==> config.mk <==
export PLATFORM = sky130hd
export DESIGN_NAME = limitcounter_cascade
export DESIGN_NICKNAME = d
export VERILOG_FILES = /design/src/rtl/limitcounter_cascade.sv
export SDC_FILE = /design/constraint.sdc
export NUM_CORES = 1
export LEC_CHECK = 0
export ABC_AREA = 1
export CORE_MARGIN = 5
export CORE_UTILIZATION = 33
export CTS_CLUSTER_DIAMETER = 50
export DETAILED_ROUTE_END_ITERATION = 8
export PLACE_DENSITY = 0.61
export SLEW_MARGIN = 20
export SYNTH_ARGS = -nofsm -noshare
export SYNTH_HDL_FRONTEND = slang
export SYNTH_SLANG_ARGS = --single-unit
==> constraint.sdc <==
create_clock -name clk_control -period 2.32 [get_ports clk_control]
set_input_delay 0.696 -clock clk_control [delete_from_list [all_inputs] [get_ports clk_control]]
set_output_delay 0.696 -clock clk_control [all_outputs]
set_load 0.02 [all_outputs]
**Close-up of the layout**

Bar = 5 um. Window x 30 to 50, y 30 to 50 um. Cells in gray, sequential cells in the stronger gray; small squares are vias.
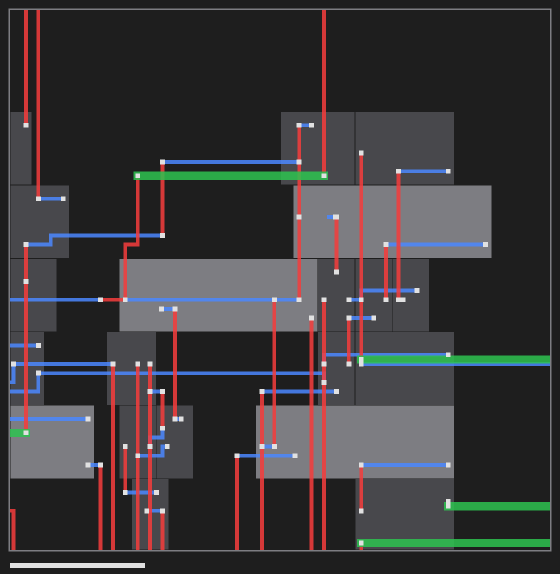
layer	color
metal 1	blue
metal 3	green
metal 2	red
most frequent	clkdlybuf4s50_1 (4)
sequential cells in the window	3
cells with their middle in the window	18

**Signal metal coverage by tile**

11 x 11 tiles, from white (low) to dark blue (high), scaled to the fullest tile. Values are wire area over tile area, all layers added.
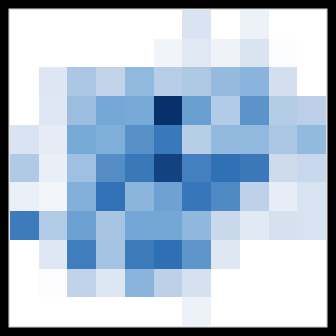
tiles over half the peak	21%
emptiest ninth of the die	bottom right
nearly empty tiles	32%
densest ninth of the die	middle
fullest tile	0.33
DR WL/cell: 9.595 um
vias after detailed routing: 718

**Routing congestion**

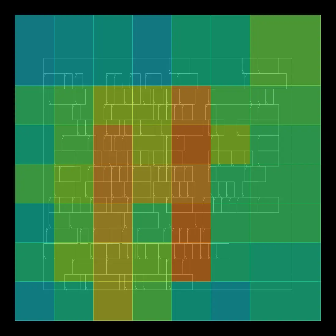
final core occ: 57.68%
Tot GR Track Use: 13.29%

**M1 wires**

Bar = 20 um.
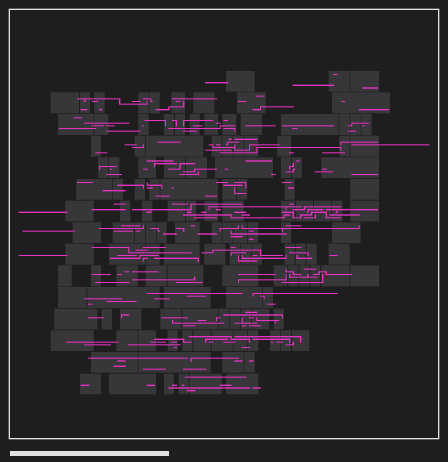
nets with wire on the layer	145
wire length on this layer	665 um
longest straight run	14.7 um
main direction	horizontal
share of all routed wire	43%
Post-Route WL: 1564 um
global routing usage on met1: 13.86%

**Metal layers overlaid**

Bar = 20 um. Only two layers are drawn.
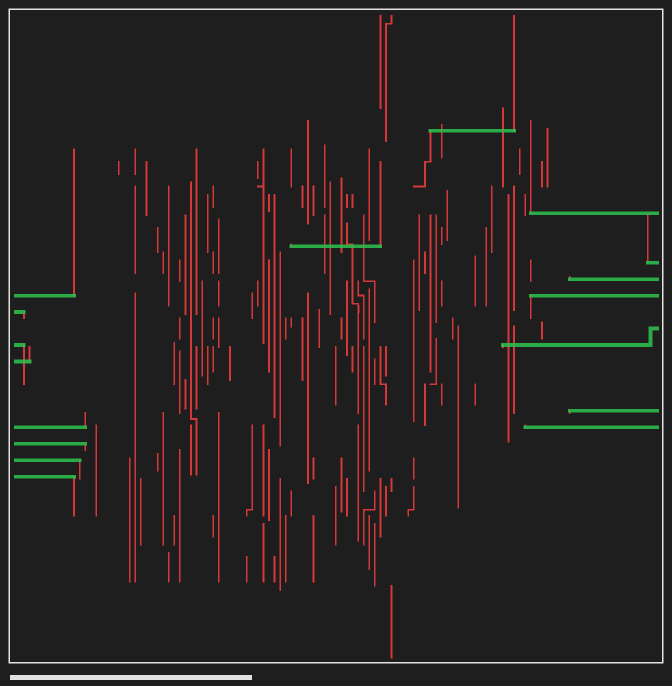
layer	color	wire length
metal 2	red	795 um
metal 3	green	104 um

==> out/qor.csv <==
metric,value,unit
flip-flop count of the largest register after layout,4,
"critical path fanouts, max",2,
vias in the first global route,721,
Seq area share,11.68,%
area reported by Yosys stat,634.4,um^2
WS Path Type,in2out,
"Data arrival, critical path",1690,ps
Max Slew Vio Count,0,
chip area,0.002899,mm^2
row count,15,
combinational share of cell area,46.72,%
DR pass1 iterations,4,
non-clk buf share,27.62,%
fill cell count,185,
crit end category,output port,
initial DRC count,5,
Pwr Total,0.4309,mW
total CTS buffers,3,
and+or+nand+nor area frac,36.69,%
dpl cell area,920.9,um^2
number of port buffers,18,
Slew HR,81.18,%
Sw Share,34.94,%
most frequent cells in the layout,"nand2_1, inv_1, clkdlybuf4s50_1, buf_4",
Hold WS,532.7,ps
yosys cell count,104,
grt ovf,0,
CTS tree,done,
WP depth,8,
Setup Slack @ Placement,-1016,ps
Worst Max-Slew Pin Slew,281.4,ps
worst-case reg-to-reg path depth,10,
Antenna Diode Count,0,
Leak,0.5565,nW
pin count of the biggest net entering global routing,9,
max frequency,0.4188,GHz
post-DP HPWL,1279,um
Floorplan Nets,127,
status,"finished, violations left",
# hold bufs at CTS,0,
XORs/XNORs by Area,2.761,%
# Taps,25,
ys flops,6,
first-pass GRT wire length,2794,um
Cell area leaders,"ha_1, dfxtp_1, nand2_1, inv_1, nor2_1",
htree depth,1,
clk_skew,0.1483,ps
met3 Resource Use GR,4.432,%
internal reg-to-reg setup slack,750,ps
most frequent cells after synthesis,"nand2_1, inv_1, ha_1",
clock transition at the registers of the reported paths,40,ps
setup tns final,-67.80,ps
"mux frac, synth",0,%
ys flop type,dfxtp_1,
clk buf depth,2,
ao+oa area frac,7.692,%
met3 wire len,104,um
final setup fails,1,
Critical Path RT,1620,ps
ys async rst share,0,%
clock sink total,6,
Synth top area share,19.72,%
part of the power in the clock network,21.5,%
GRT busiest layer,met2,
failing checks,setup timing,
Adder Area Share,19.72,%
buffers plus inverters on the worst setup path,3,
maximum single-stage delay on the critical path,290,ps
Top Layer Used,met3,
initial antenna violation count,0,
synth warn,0,
nonclk buf count,31,
GPL Wtd Cong,0.8136,
RSZ-0062 raised after global routing,yes,
Hold Path Stages,3,
chip width,53.85,um
MaxCap Viol Count,0,
Synth-to-Final Area Change,62.13,%
post-cts sizing count,33,
Met1 Routed Length,665,um
Flops,6,
nets,163,
logic area,480.5,um^2
Top Consumer,combinational cells,
Antenna Violating Nets Remaining,0,
"most common cell after layout, fill and taps aside",nand2_1,
Crit-path slowest cell,ha_1,
setup ws final,-67.80,ps
Power and IR drop assume default switching activity.
